==> config.mk <==
export PLATFORM = sky130hd
export DESIGN_NAME = note_sequencer_flat
export DESIGN_NICKNAME = d
export VERILOG_FILES = /design/src/rtl/note_sequencer_if.sv /design/src/rtl/note_sequencer.sv /design/src/flat_wrapper.sv
export SDC_FILE = /design/constraint.sdc
export NUM_CORES = 1
export LEC_CHECK = 0
export ABC_AREA = 1
export CORE_MARGIN = 2
export CORE_UTILIZATION = 60
export DETAILED_ROUTE_END_ITERATION = 12
export PLACE_DENSITY = 0.81
export SLEW_MARGIN = 20
export SYNTH_ARGS = -nofsm -noshare
export SYNTH_HDL_FRONTEND = slang
export SYNTH_SLANG_ARGS = --single-unit
export TNS_END_PERCENT = 20
==> constraint.sdc <==
create_clock -name dclk12 -period 15.39 [get_ports dclk12]
set_input_delay 4.617 -clock dclk12 [delete_from_list [all_inputs] [get_ports dclk12]]
set_output_delay 4.617 -clock dclk12 [all_outputs]
set_load 0.02 [all_outputs]
==> src/rtl/note_sequencer_if.sv <==
// Bundle of the sequencer's control, note-memory read port and tone-generator signals.
// The master modport is the sequencer; the slave side is the player/memory/tone environment.
interface note_sequencer_if #(
    parameter int ADDR_W = 7
);
    logic              play;
    logic              stop;
    logic              loop_en;
    logic [31:0]       tempo;
    logic [ADDR_W-1:0] mem_addr;
    logic [3:0]        mem_freq;
    logic [2:0]        mem_h;
    logic [7:0]        mem_len;
    logic [3:0]        freq;
    logic [2:0]        h;
    logic              playing;
    logic              paused;
    logic              done;

    modport master (
        input  play, stop, loop_en, tempo, mem_freq, mem_h, mem_len,
        output mem_addr, freq, h, playing, paused, done
    );

    modport slave (
        output play, stop, loop_en, tempo, mem_freq, mem_h, mem_len,
        input  mem_addr, freq, h, playing, paused, done
    );
endinterface

==> src/rtl/note_sequencer.sv <==
// Song playback controller: walks note memory, times each note from the tempo with a
// trailing mute gap, and supports play/pause/stop, end-of-song detection and looping.
module note_sequencer #(
    parameter int          ADDR_W    = 7,
    parameter int unsigned GAP_CYC   = 500,
    parameter logic [3:0]  MUTE_CODE = 4'hC,
    parameter logic [3:0]  END_CODE  = 4'hF
) (
    input  logic            dclk12,
    input  logic            rst,
    note_sequencer_if.master bus
);

    typedef enum logic [2:0] {
        S_IDLE,
        S_FETCH,
        S_LOAD,
        S_SOUND,
        S_GAP,
        S_PAUSE,
        S_DONE
    } state_t;

    localparam logic [31:0]       GAP_W    = 32'(GAP_CYC);
    localparam logic [ADDR_W-1:0] ADDR_MAX = '1;

    state_t            state_q, state_d;
    state_t            saved_q, saved_d;
    logic [ADDR_W-1:0] addr_q, addr_d;
    logic [31:0]       cnt_q, cnt_d;
    logic [31:0]       dur_q, dur_d;
    logic [3:0]        note_freq_q, note_freq_d;
    logic [2:0]        note_h_q, note_h_d;
    logic [3:0]        freq_q, freq_d;
    logic [2:0]        h_q, h_d;
    logic              playing_q, playing_d;
    logic              paused_q, paused_d;
    logic              done_q, done_d;

    logic [31:0]       dur_raw;
    logic [31:0]       dur_calc;
    logic [31:0]       third;
    logic [31:0]       half;
    logic              end_song;

    // Length code to cycle count; every product wraps at 32 bits and a zero result becomes 1.
    always_comb begin
        third   = bus.tempo / 32'd3;
        half    = bus.tempo >> 1;
        dur_raw = bus.tempo;
        case (bus.mem_len)
            8'h01:   dur_raw = third << 1;
            8'h02:   dur_raw = third;
            8'h04:   dur_raw = bus.tempo >> 2;
            8'h08:   dur_raw = half;
            8'h10:   dur_raw = bus.tempo;
            8'h20:   dur_raw = half + (half << 1);
            8'h40:   dur_raw = bus.tempo << 1;
            8'h80:   dur_raw = bus.tempo + (bus.tempo << 1);
            default: dur_raw = bus.tempo;
        endcase
        dur_calc = (dur_raw == 32'd0) ? 32'd1 : dur_raw;
    end

    always_comb begin
        state_d     = state_q;
        saved_d     = saved_q;
        addr_d      = addr_q;
        cnt_d       = cnt_q;
        dur_d       = dur_q;
        note_freq_d = note_freq_q;
        note_h_d    = note_h_q;
        h_d         = h_q;
        end_song    = 1'b0;

        case (state_q)
            S_IDLE: begin
                if (bus.play) state_d = S_FETCH;
            end
            S_FETCH: begin
                if (bus.play) begin
                    state_d = S_PAUSE;
                    saved_d = S_FETCH;
                end else begin
                    state_d = S_LOAD;
                end
            end
            S_LOAD: begin
                // A pause here discards the in-flight read; resuming re-fetches the slot.
                if (bus.play) begin
                    state_d = S_PAUSE;
                    saved_d = S_FETCH;
                end else begin
                    note_freq_d = bus.mem_freq;
                    note_h_d    = bus.mem_h;
                    dur_d       = dur_calc;
                    cnt_d       = 32'd0;
                    if (bus.mem_freq == END_CODE) begin
                        end_song = 1'b1;
                    end else begin
                        h_d     = bus.mem_h;
                        state_d = (dur_calc > GAP_W) ? S_SOUND : S_GAP;
                    end
                end
            end
            S_SOUND: begin
                if (bus.play) begin
                    state_d = S_PAUSE;
                    saved_d = S_SOUND;
                end else begin
                    cnt_d = cnt_q + 32'd1;
                    if (cnt_q == dur_q - GAP_W - 32'd1) state_d = S_GAP;
                end
            end
            S_GAP: begin
                if (bus.play) begin
                    state_d = S_PAUSE;
                    saved_d = S_GAP;
                end else begin
                    cnt_d = cnt_q + 32'd1;
                    if (cnt_q == dur_q - 32'd1) begin
                        if (addr_q == ADDR_MAX) begin
                            end_song = 1'b1;
                        end else begin
                            addr_d  = addr_q + 1'b1;
                            state_d = S_FETCH;
                        end
                    end
                end
            end
            S_PAUSE: begin
                if (bus.play) state_d = saved_q;
            end
            S_DONE: begin
                state_d = S_IDLE;
            end
            default: begin
                state_d = S_IDLE;
            end
        endcase

        if (end_song) begin
            addr_d  = '0;
            state_d = bus.loop_en ? S_FETCH : S_DONE;
        end

        // Stop overrides every other request, including a simultaneous play.
        if (bus.stop) begin
            state_d = S_IDLE;
            addr_d  = '0;
        end

        freq_d    = (state_d == S_SOUND) ? note_freq_d : MUTE_CODE;
        playing_d = state_d inside {S_FETCH, S_LOAD, S_SOUND, S_GAP, S_PAUSE};
        paused_d  = (state_d == S_PAUSE);
        done_d    = (state_d == S_DONE);
    end

    always_ff @(posedge dclk12) begin
        if (rst) begin
            state_q     <= S_IDLE;
            saved_q     <= S_IDLE;
            addr_q      <= '0;
            cnt_q       <= 32'd0;
            dur_q       <= 32'd0;
            note_freq_q <= MUTE_CODE;
            note_h_q    <= 3'd0;
            freq_q      <= MUTE_CODE;
            h_q         <= 3'd0;
            playing_q   <= 1'b0;
            paused_q    <= 1'b0;
            done_q      <= 1'b0;
        end else begin
            state_q     <= state_d;
            saved_q     <= saved_d;
            addr_q      <= addr_d;
            cnt_q       <= cnt_d;
            dur_q       <= dur_d;
            note_freq_q <= note_freq_d;
            note_h_q    <= note_h_d;
            freq_q      <= freq_d;
            h_q         <= h_d;
            playing_q   <= playing_d;
            paused_q    <= paused_d;
            done_q      <= done_d;
        end
    end

    assign bus.mem_addr = addr_q;
    assign bus.freq     = freq_q;
    assign bus.h        = h_q;
    assign bus.playing  = playing_q;
    assign bus.paused   = paused_q;
    assign bus.done     = done_q;

endmodule
==> src/flat_wrapper.sv <==
// flat-port wrapper written by rule: the top's interface ports become plain ports
module note_sequencer_flat 
#(
    parameter int          ADDR_W    = 7,
    parameter int unsigned GAP_CYC   = 500,
    parameter logic [3:0]  MUTE_CODE = 4'hC,
    parameter logic [3:0]  END_CODE  = 4'hF
)
  (dclk12, rst, bus_play, bus_stop, bus_loop_en, bus_tempo, bus_mem_freq, bus_mem_h, bus_mem_len, bus_mem_addr, bus_freq, bus_h, bus_playing, bus_paused, bus_done);
  note_sequencer_if #(.ADDR_W(ADDR_W)) bus_i ();
  input  logic dclk12;
  input  logic rst;
  input wire logic [$bits(bus_i.play)-1:0] bus_play;
  input wire logic [$bits(bus_i.stop)-1:0] bus_stop;
  input wire logic [$bits(bus_i.loop_en)-1:0] bus_loop_en;
  input wire logic [$bits(bus_i.tempo)-1:0] bus_tempo;
  input wire logic [$bits(bus_i.mem_freq)-1:0] bus_mem_freq;
  input wire logic [$bits(bus_i.mem_h)-1:0] bus_mem_h;
  input wire logic [$bits(bus_i.mem_len)-1:0] bus_mem_len;
  output wire logic [$bits(bus_i.mem_addr)-1:0] bus_mem_addr;
  output wire logic [$bits(bus_i.freq)-1:0] bus_freq;
  output wire logic [$bits(bus_i.h)-1:0] bus_h;
  output wire logic [$bits(bus_i.playing)-1:0] bus_playing;
  output wire logic [$bits(bus_i.paused)-1:0] bus_paused;
  output wire logic [$bits(bus_i.done)-1:0] bus_done;
  assign bus_i.play = bus_play;
  assign bus_i.stop = bus_stop;
  assign bus_i.loop_en = bus_loop_en;
  assign bus_i.tempo = bus_tempo;
  assign bus_i.mem_freq = bus_mem_freq;
  assign bus_i.mem_h = bus_mem_h;
  assign bus_i.mem_len = bus_mem_len;
  assign bus_mem_addr = bus_i.mem_addr;
  assign bus_freq = bus_i.freq;
  assign bus_h = bus_i.h;
  assign bus_playing = bus_i.playing;
  assign bus_paused = bus_i.paused;
  assign bus_done = bus_i.done;
  note_sequencer #(.ADDR_W(ADDR_W), .GAP_CYC(GAP_CYC), .MUTE_CODE(MUTE_CODE), .END_CODE(END_CODE)) u_core (.dclk12(dclk12), .rst(rst), .bus(bus_i));
endmodule
Fig. 1: register map, names as in the netlist
The bar under the picture is 50 µm long. Other sequential cells in the stronger gray, the rest of the logic in the fainter gray.
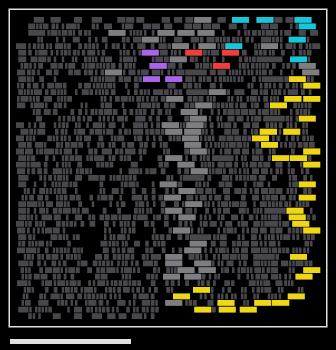
u_core.state_q: drawn in red, flops 3. u_core.note_freq_q: drawn in purple, flops 4, where top middle. u_core.bus.mem_addr: drawn in cyan, flops 7, where top right. u_core.cnt_q: drawn in yellow, flops 32.
Another 45 sequential cells are not colored.

Fig. 2: gate families picked out
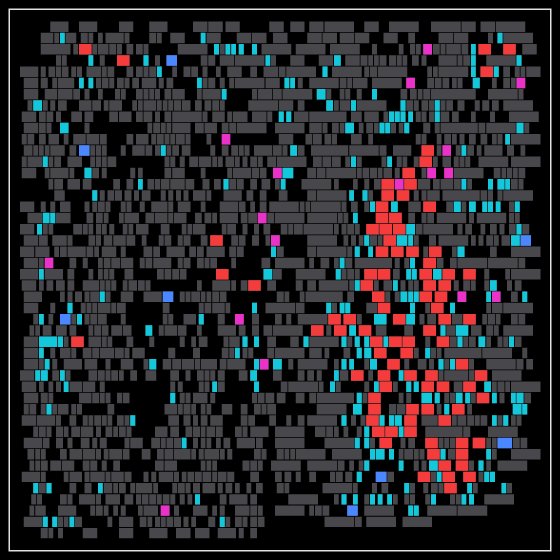
non-inverting ao/oa cells: drawn in blue, cells 8, where all over the die. nor cells: drawn in cyan, cells 220, where all over the die. and/or cells: drawn in magenta, cells 17. xor and xnor cells: drawn in red, cells 92.

Fig. 3: signal wires on met2
The bar under the picture is 50 µm long.
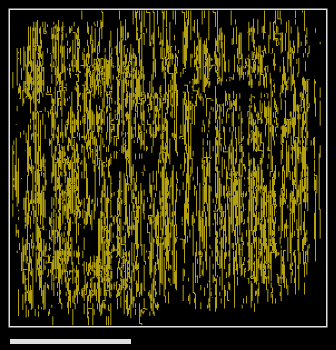
1430 nets have wire on it. The layer carries 12900 µm of wire. The layer holds 46% of the routed length.

==> reports/qor.yml <==
io_buffers: 68
ys_warn_count: 0
postSynthSeqShare_pct: 19.0
end_kind: "flop"
routed_wl_um: 27900
grt_pass1_wl_um: 44900
drv_cap: 0
cp_num_buf_inv: 6
ys_cells: 1598
ctsResizeCount: 0
cpMostUsedCell: "nand2_1"
dr_wl_met2_um: 12900
grt_util_met3_pct: 2.20
fp.dieW_um: 131
drt_iter0_drc: 981
core_um2: 15800
hold_viol_final: 0
fin_crit_sh_pct: 92.0
finalSetupViolations: 0
worstSkewPairLatency_ns: 0.36
setup_slack_ns: 1.22
fin_setup_tns_ns: 0
hold_path_class: "flop to flop"
clock-sinks: 91
dpl.cell_count: 1847
wl_met1_um: 12300
clock-root-buffer: "clkbuf_16"
status: "complete, no violations"
final_common_cell: "nand2_1"
required_ns: 15.62
drt.antenna.violating_nets: 0
tool_warnings: 26
rsz0062_at_grt: "no"
detailedPlace.worstSlack_ns: 0.989
max_clock_freq_mhz: 70.6
h-tree-depth: 3
synth-edff-count: 0
ir_worst_vdd_v: 0.0000493
top_layer: "met4"
grt_pass1_vias: 9650
power_leakage_uw: 0.00515
slew_headroom_pct: 37.7
power_density_nw_per_um2: 67.2
cts_setup_buffers: 0
synth_area_um2: 9610
report.final.slew_viol_count: 0
synth_flops: 91
clk_pin_slew_ns: 0.08
fp.dieH_um: 131
instances_no_fill: 1864
synthCells: 1598
area_delta_synth_final_pct: 12.2
drive_above_1_share_pct: 5.65
arrival_ns: 14.39
critPathMaxFanout: 8
cp_slowest_cell: "clkdlybuf4s50_1"
ys_area_um2: 9610
grt_use_total_pct: 32.1
rows: 46
clock_skew_ns: 0.0187
fp_nets: 1685
antenna_found_initial: 1
initCoreUtil_pct: 60.9
cts_buffers: 9
gp_congestion: 0.977
slowest_delay_ns: 0.70
wl_per_cell_um: 15.0
crit_type: "input port to flop"
avgViaCountPerCell: 5.88
grt_max_degree: 51
num_io_pins: 69
dp_hpwl_um: 21500
cp_top_family: "simple AND/OR/NAND/NOR gates"
layout.cells.most_common_list: "356 x nand2_1, 208 x inv_1, 174 x nor2_1"
clk_path_buf_depth: 2
syn_avg_cell_area_um2: 6.01
gr-total-overflow: 0
ff_type: "dfxtp_1"
fin_nets: 1729
fin_util_pct: 68.3
tightestPinTransition_ns: 0.931
cts_tree: "done"
dr.pass1.iters: 6
post-route-drc-count: 0
holdBufCountCts: 0
fin_hold_ws_ns: 0.469
yosysUniqueCellTypes: 51
wl_met3_um: 1780
grt_busiest_layer: "met2"
fin_crit_ns: 14.17
vias: 11000
die-area_um2: 17000
fillerInstances: 1534
ys_async_sr_fraction_pct: 0
cp-start-kind: "input port"
Fig. 4: congestion heat map
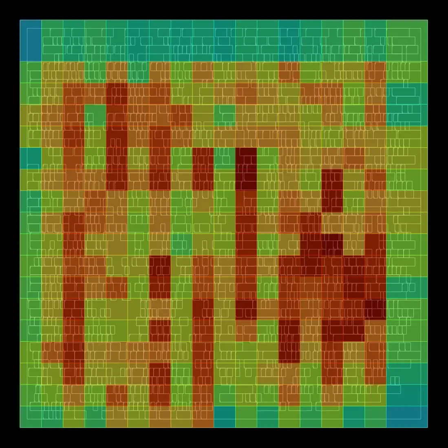
met1 GRT Util: 43.2%
GR Layer Usage met2: 53.9%

Fig. 5: metal 3
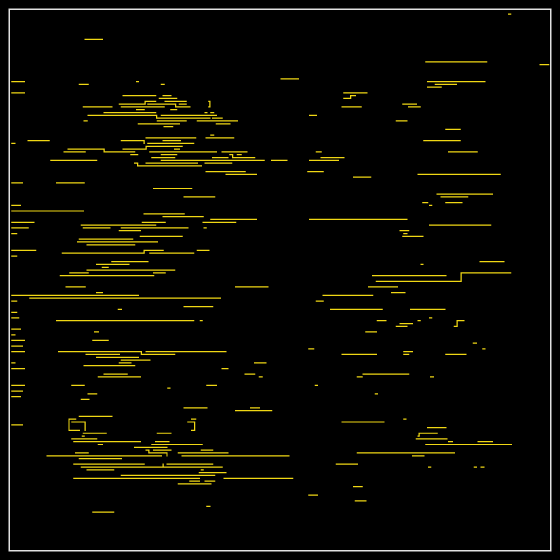
The wires run mostly horizontal. The longest straight run is 46.0 µm. The layer carries 1780 µm of wire.

[final cells by class]
type	instances	area, µm²	share of cell area (%)
antenna	1	2.50	0.0232
clock buffer	9	225	2.09
clock inverter	7	91.3	0.848
inverter	214	803	7.45
multi-input combinational	1250	6810	63.2
sequential	91	1820	16.9
tap	216	270	2.51
timing repair buffer	76	748	6.94
[registers in the layout, indices dropped and copies added, names as in the netlist]
name / cells
u_core.bus.done: 1
u_core.note_freq_q: 4
u_core.bus.freq: 4
u_core.saved_q: 3
u_core.state_q: 3
u_core.cnt_q: 32
u_core.dur_q: 32
u_core.bus.mem_addr: 7
u_core.bus.h: 3
u_core.bus.playing: 1
u_core.bus.paused: 1
[worst paths after layout]
kind                                                startpoint                        endpoint  slack (ns)  cells after the start
worst max-delay path                             bus_tempo[28]   u_core.bus.playing$_SDFF_PP0_        1.22                     87
worst min register to register  u_core.saved_q[1]$_SDFFE_PP0P_  u_core.saved_q[1]$_SDFFE_PP0P_        0.47                      2
worst max register to register    u_core.dur_q[4]$_SDFFE_PP0P_   u_core.bus.freq[0]$_SDFF_PP0_       10.78                     22
worst min-delay path            u_core.saved_q[1]$_SDFFE_PP0P_  u_core.saved_q[1]$_SDFFE_PP0P_        0.47                      2
[cell usage after synthesis (2+ instances only)]
cell type,count,area [µm²]
and3_1,4,25.0
o311ai_0,2,17.5
inv_2,3,11.3
dfxtp_1,91,1820
ha_1,34,425
nor3_1,26,130
nand4_1,44,275
o21a_1,6,45.0
a2111oi_0,4,35.0
nand2_1,356,1340
nand3b_1,2,15.0
a21oi_2,2,17.5
o21ai_1,23,115
nand2_2,16,100
nor2_2,3,18.8
nor4_1,11,68.8
o211ai_1,5,37.5
buf_2,2,10.0
o21ai_2,6,52.6
inv_1,208,781
nand3_1,77,385
a211oi_1,5,37.5
o21bai_1,2,15.0
a21oi_1,87,435
o21ai_0,136,681
mux2i_1,4,40.0
or2_2,11,68.8
a31oi_1,2,12.5
xor2_1,73,639
xnor2_1,19,166
o22ai_1,39,244
nor3b_1,3,22.5
o221ai_1,6,52.6
o2111ai_1,10,87.6
a221oi_1,23,201
nand3_2,17,170
nor2_1,175,657
clkinv_1,3,11.3
o21bai_2,7,78.8
clkbuf_1,39,146
nor4b_1,2,17.5
[per-stage QoR]
| stage | power (µW) | area (µm²) |
|---|---|---|
| 2_1_floorplan | 429 | 9610 |
| 5_1_grt | 766 | 10800 |
| 4_1_cts | 721 | 10800 |
| 3_5_place_dp | 491 | 10500 |
| 3_3_place_gp | 484 | 10500 |
| 6_report | 724 | 10800 |
[cell families (layout without fill, tap and decap cells)]
| kind of cell | count (synthesis) | after routing | synth area share, % |
|---|---|---|---|
| AOI/OAI and AO/OA | 369 | 369 | 22.9 |
| xor gates and xnor gates | 92 | 92 | 8.39 |
| adders and majority gates | 35 | 35 | 4.64 |
| buffers and inverters | 257 | 306 | 10.2 |
| DFF | 91 | 91 | 19.0 |
| muxes | 4 | 4 | 0.417 |
| other | 0 | 1 | 0 |
| and+or+nand+nor | 750 | 750 | 34.5 |
[power by group]
group / switching (µW) / total [µW] / internal (µW)
Sequential: 1.18 / 238 / 237
Combinational: 167 / 254 / 87.1
Clock: 103 / 233 / 130
Power figures rest on the tool's default switching activity, not on a simulated workload.
